File: config.mk
export PLATFORM = sky130hd
export DESIGN_NAME = i_buf_controller
export DESIGN_NICKNAME = d
export VERILOG_FILES = /design/src/rtl/i_buf_controller.sv
export SDC_FILE = /design/constraint.sdc
export NUM_CORES = 1
export LEC_CHECK = 0
export CORE_MARGIN = 3
export CORE_UTILIZATION = 45
export DETAILED_ROUTE_END_ITERATION = 10
export PLACE_DENSITY = 0.79
export REMOVE_ABC_BUFFERS = 1
export SLEW_MARGIN = 10
export SYNTH_ARGS = -nofsm -noshare
export SYNTH_HDL_FRONTEND = slang
export SYNTH_SLANG_ARGS = --single-unit
File: constraint.sdc
create_clock -name pclk -period 2.5 [get_ports pclk]
set_clock_uncertainty 0.15 [all_clocks]
set_input_delay 0.375 -clock pclk [delete_from_list [all_inputs] [get_ports pclk]]
set_output_delay 0.375 -clock pclk [all_outputs]
set_load 0.03 [all_outputs]
File: src/rtl/i_buf_controller.sv
// i_buf_controller: captures a vsync/vde qualified 8-bit pixel stream, packs four pixels per word
// and writes whole lines into alternating linebuffer banks, flagging each finished line.
module i_buf_controller #(
    parameter int ADDRESS_WIDTH  = 32,
    parameter int DISPLAY_WIDTH  = 640,
    parameter int DISPLAY_HEIGHT = 480
) (
    input  logic                     pclk,
    input  logic                     reset,
    input  logic                     vsync,
    input  logic                     vde,
    input  logic [7:0]               i_data,
    output logic [ADDRESS_WIDTH-1:0] addr,
    output logic                     we,
    output logic [31:0]              o_data,
    output logic                     line_ready,
    output logic                     line_bank,
    output logic [12:0]              line_num,
    output logic                     frame_start,
    output logic                     frame_done,
    output logic                     line_err
);
    localparam logic [12:0]              DW13  = 13'(DISPLAY_WIDTH);
    localparam logic [12:0]              LAST  = 13'(DISPLAY_HEIGHT - 1);
    localparam logic [ADDRESS_WIDTH-1:0] WPL_A = ADDRESS_WIDTH'(DISPLAY_WIDTH / 4);

    typedef enum logic [1:0] {WAIT_FRAME, WAIT_LINE, ACTIVE} state_t;

    state_t      r_state;
    logic        r_vsync_d;
    logic        r_bank;
    logic [12:0] r_pix;
    logic [12:0] r_line;
    logic [23:0] r_sh;

    wire w_vs_fall = r_vsync_d & ~vsync;
    wire w_wr      = (r_pix[1:0] == 2'b11) && (r_pix < DW13);

    always_ff @(posedge pclk) begin
        if (reset) begin
            r_state     <= WAIT_FRAME;
            r_vsync_d   <= 1'b0;
            r_bank      <= 1'b0;
            r_pix       <= '0;
            r_line      <= '0;
            r_sh        <= '0;
            addr        <= '0;
            we          <= 1'b0;
            o_data      <= '0;
            line_ready  <= 1'b0;
            line_bank   <= 1'b0;
            line_num    <= '0;
            frame_start <= 1'b0;
            frame_done  <= 1'b0;
            line_err    <= 1'b0;
        end else begin
            r_vsync_d   <= vsync;
            we          <= 1'b0;
            line_ready  <= 1'b0;
            frame_start <= 1'b0;
            frame_done  <= 1'b0;
            line_err    <= 1'b0;
            // vsync wins over everything, including a line ending on the same edge
            if (w_vs_fall) begin
                frame_start <= 1'b1;
                line_err    <= (r_state == ACTIVE);
                r_line      <= '0;
                r_bank      <= 1'b0;
                r_state     <= WAIT_LINE;
            end else if (r_state == WAIT_LINE && vde) begin
                r_sh    <= {r_sh[15:0], i_data};
                r_pix   <= 13'd1;
                r_state <= ACTIVE;
            end else if (r_state == ACTIVE && vde) begin
                r_sh  <= {r_sh[15:0], i_data};
                r_pix <= (r_pix == '1) ? r_pix : r_pix + 13'd1;
                if (w_wr) begin
                    we     <= 1'b1;
                    addr   <= (r_bank ? WPL_A : '0) + ADDRESS_WIDTH'(r_pix[12:2]);
                    o_data <= {r_sh, i_data};
                end
            end else if (r_state == ACTIVE) begin
                if (r_pix == DW13) begin
                    line_ready <= 1'b1;
                    line_bank  <= r_bank;
                    line_num   <= r_line;
                    r_bank     <= ~r_bank;
                    r_line     <= r_line + 13'd1;
                    frame_done <= (r_line == LAST);
                    r_state    <= (r_line == LAST) ? WAIT_FRAME : WAIT_LINE;
                end else begin
                    line_err <= 1'b1;
                    r_state  <= WAIT_LINE;
                end
            end
        end
    end
endmodule

Figure 1. M1 wires.
(4 px per µm) Supply wires on this layer in grey. Cells faint in the background.
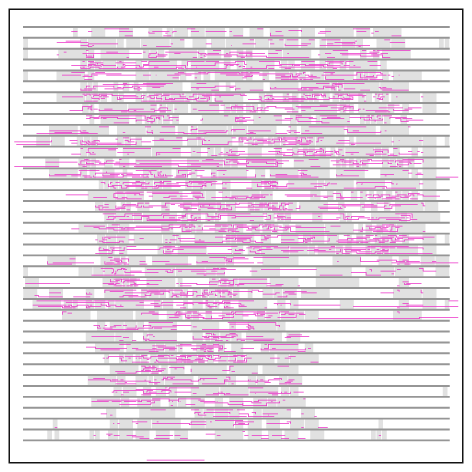
main direction: horizontal
nets with wire on the layer: 613
wire length on this layer: 5200 µm
share of all routed wire: 43%

Figure 2. Routing congestion map.
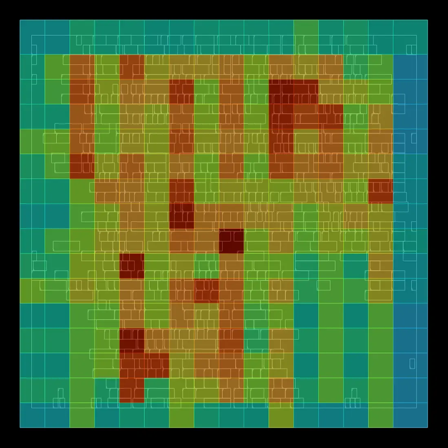
Top Usage Layer GRT: met2
Global Route met1 Usage: 23.9%

Figure 3. The metal 4 layer.
(4 px per µm) Supply wires on this layer in grey.
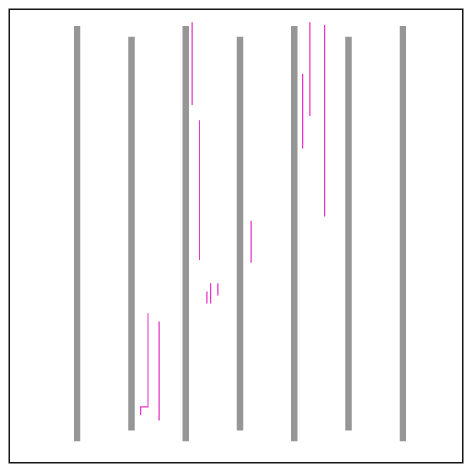
nets with wire on the layer: 9
wire length on this layer: 216 µm
main direction: vertical
final wirelength: 12000 µm
vias: 4577

==> flow_metrics.tcl <==
# implementation run metrics
set metrics [dict create \
    status "finished clean" \
    place_hpwl_um 7780 \
    fin_nets 683 \
    crit_path_end_kind "flip-flop" \
    synthCells 604 \
    worstMarginPinSlew_ns 0.509 \
    power_combinational_mw 0.179 \
    leakage_nw 2.18 \
    tritoncts "built" \
    final_cells 817 \
    cpPeakStageDelay_ns 0.36 \
    slew_headroom_pct 66.0 \
    power_leader "the clock network" \
    cts.clk_slew.worst_paths_ns 0.05 \
    drcViolationCount 0 \
    first_pass_iters 5 \
    peakVddDrop_v 0.000328 \
    hold_path_startpoint "reset" \
    ys_warn_count 0 \
    vias_per_cell 5.60 \
    drv_cap 0 \
    synth.area.top_cells "dfxtp_1 45%, a21oi_1 8.1%, nand3_1 5.0%" \
    postCtsHoldBufs 0 \
    antenna_found_initial 0 \
    die_y_um 113 \
    max_freq_mhz 466 \
    power_frac_clock_pct 53.1 \
    grt_pass1_vias 4364 \
    critPathKind "flip-flop to flip-flop" \
    htreeDepth 4 \
    cp_cell_sequence "inv_1, ha_1, nor4b_4, nand4_4, buf_4, or3_1, a21oi_1" \
    clock-root-buffer "clkbuf_16" \
    grt_pass1_wl_um 20400 \
    cts_made_buffers 17 \
    rsz0062_at_grt "false" \
    critPathLaunchType "flip-flop" \
    async_reset_ff_share_pct 0 \
    fin_ws_ns 0.354 \
    dp_cells 786 \
    m1WireLength_um 5200 \
    synth-main-ff-cell "dfxtp_1" \
    common_cells "117 x dfxtp_1, 83 x a21oi_1, 57 x nand2_1" \
    top_area_cell "dfxtp_1" \
    pwr-share-comb_pct 4.1 \
    critPathArrivalTime_ns 2.33 \
    n_fill_cell 955 \
    p_per_area_nw_per_um2 674 \
    reg2reg_from "r_pix[0]$_SDFFE_PP0P_" \
    finalCritPeriodShare_pct 85.8 \
    pwr-share-seq_pct 42.9 \
    combGateArea_um2 2490 \
    total_power_mw 4.39 \
    p_clk_mw 2.33 \
    clk_latency_ns 0.41 \
    warnings 26 \
    ios 95 \
    hold_viol_final 0 \
    grt_max_degree 43 \
    synth_cell_type_count 51 \
    cts.repair.resized 0 \
    timing.hold.ws_ns 0.211 \
    netlist.area_leader.share_pct 45.4 \
    cp_max_fo 21 \
]
Figure 4. Signal wires by layer.
(4 px per µm) Only two layers are drawn.
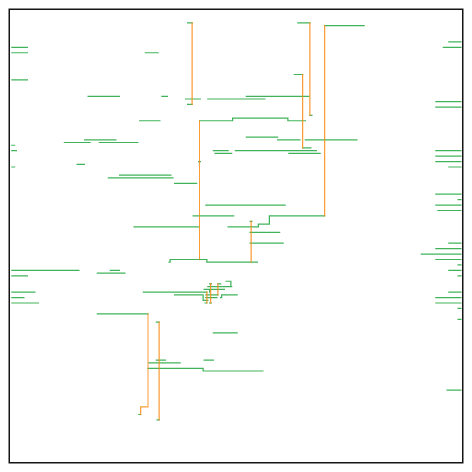
[M3] green | wire length: 616 µm
[M4] orange | wire length: 216 µm
Routed wire per std cell: 14.6 µm
Tot GR Track Use: 19.3%

Figure 5. Sequential cells coloured by netlist name.
(4 px per µm)
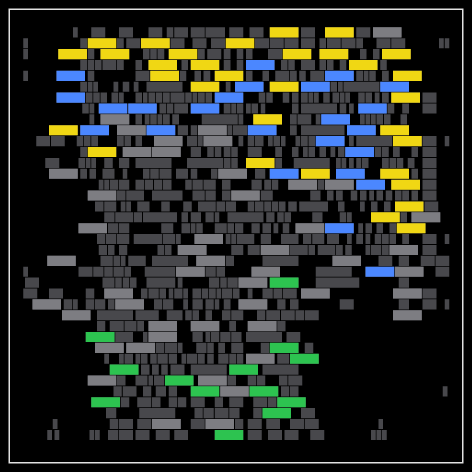
[`line_num`] green | flops: 13 | where: south
[`o_data`] yellow | flops: 32
[`r_sh`] blue | flops: 24
flop share of the area: 36.0%
Seq. pwr: 1.88 mW

-- critical path: cells and delay by family, from the launching register on --
family,cells,cell delay (ns)
and+or+nand+nor,3,0.91
buffers and inverters,2,0.36
DFF,1,0.36
adders and majority gates,1,0.15
AOI/OAI and AO/OA,1,0.15
-- state kept, by name, summed over array words and instances, names as in the netlist, 2 cells and up --
register,cells
r_line,13
r_pix,13
line_num,13
addr,12
o_data,32
r_state,2
r_sh,24
-- final cells by class --
class	count	area share (%)
clock inverters	12	2.02
flip-flops and latches	117	36.0
inverters	7	0.403
clock buffers	19	6.80
repair buffers	91	13.9
multi-input cells	431	38.3
well taps	140	2.69
-- cell usage in the layout, fill, tap and decap left out, types with 6 or more instances in the layout --
cell and n:
o31ai_1 6, clkbuf_16 17, and3_1 9, conb_1 20
nor3_1 6, or4_1 7, nand2b_1 36, buf_4 15
inv_1 7, nand4_1 6, clkdlybuf4s50_1 73, nand3_1 52
dfxtp_1 117, o21ai_0 50, or3_1 9, a21oi_1 83
mux2i_1 15, nor2_1 13, ha_1 6, nand2_1 57
-- final timing paths --
path | to | slack, ns | cells past startpoint
worst max register to register | r_line[2]$_SDFFE_PP0P_ | 0.35 | 7
worst min-delay path | r_vsync_d$_SDFF_PP0_ | 0.21 | 2
worst max-delay path | r_line[2]$_SDFFE_PP0P_ | 0.35 | 7
worst min register to register | r_sh[21]$_SDFFE_PP0P_ | 0.30 | 2
-- cell families (layout without fill, tap and decap cells) --
family                     count (synthesis)  after routing  share of synthesized area, %
adders and majority gates                  6              6                          1.46
buffers and inverters                     75            129                          7.57
and+or+nand+nor                          224            224                          24.5
xor gates and xnor gates                   5              5                         0.850
other                                      1             20                        0.0727
DFF                                      117            117                          45.4
muxes                                     16             16                          3.13
AOI/OAI and AO/OA                        160            160                          17.0
Power is estimated from default activity; no workload was simulated.
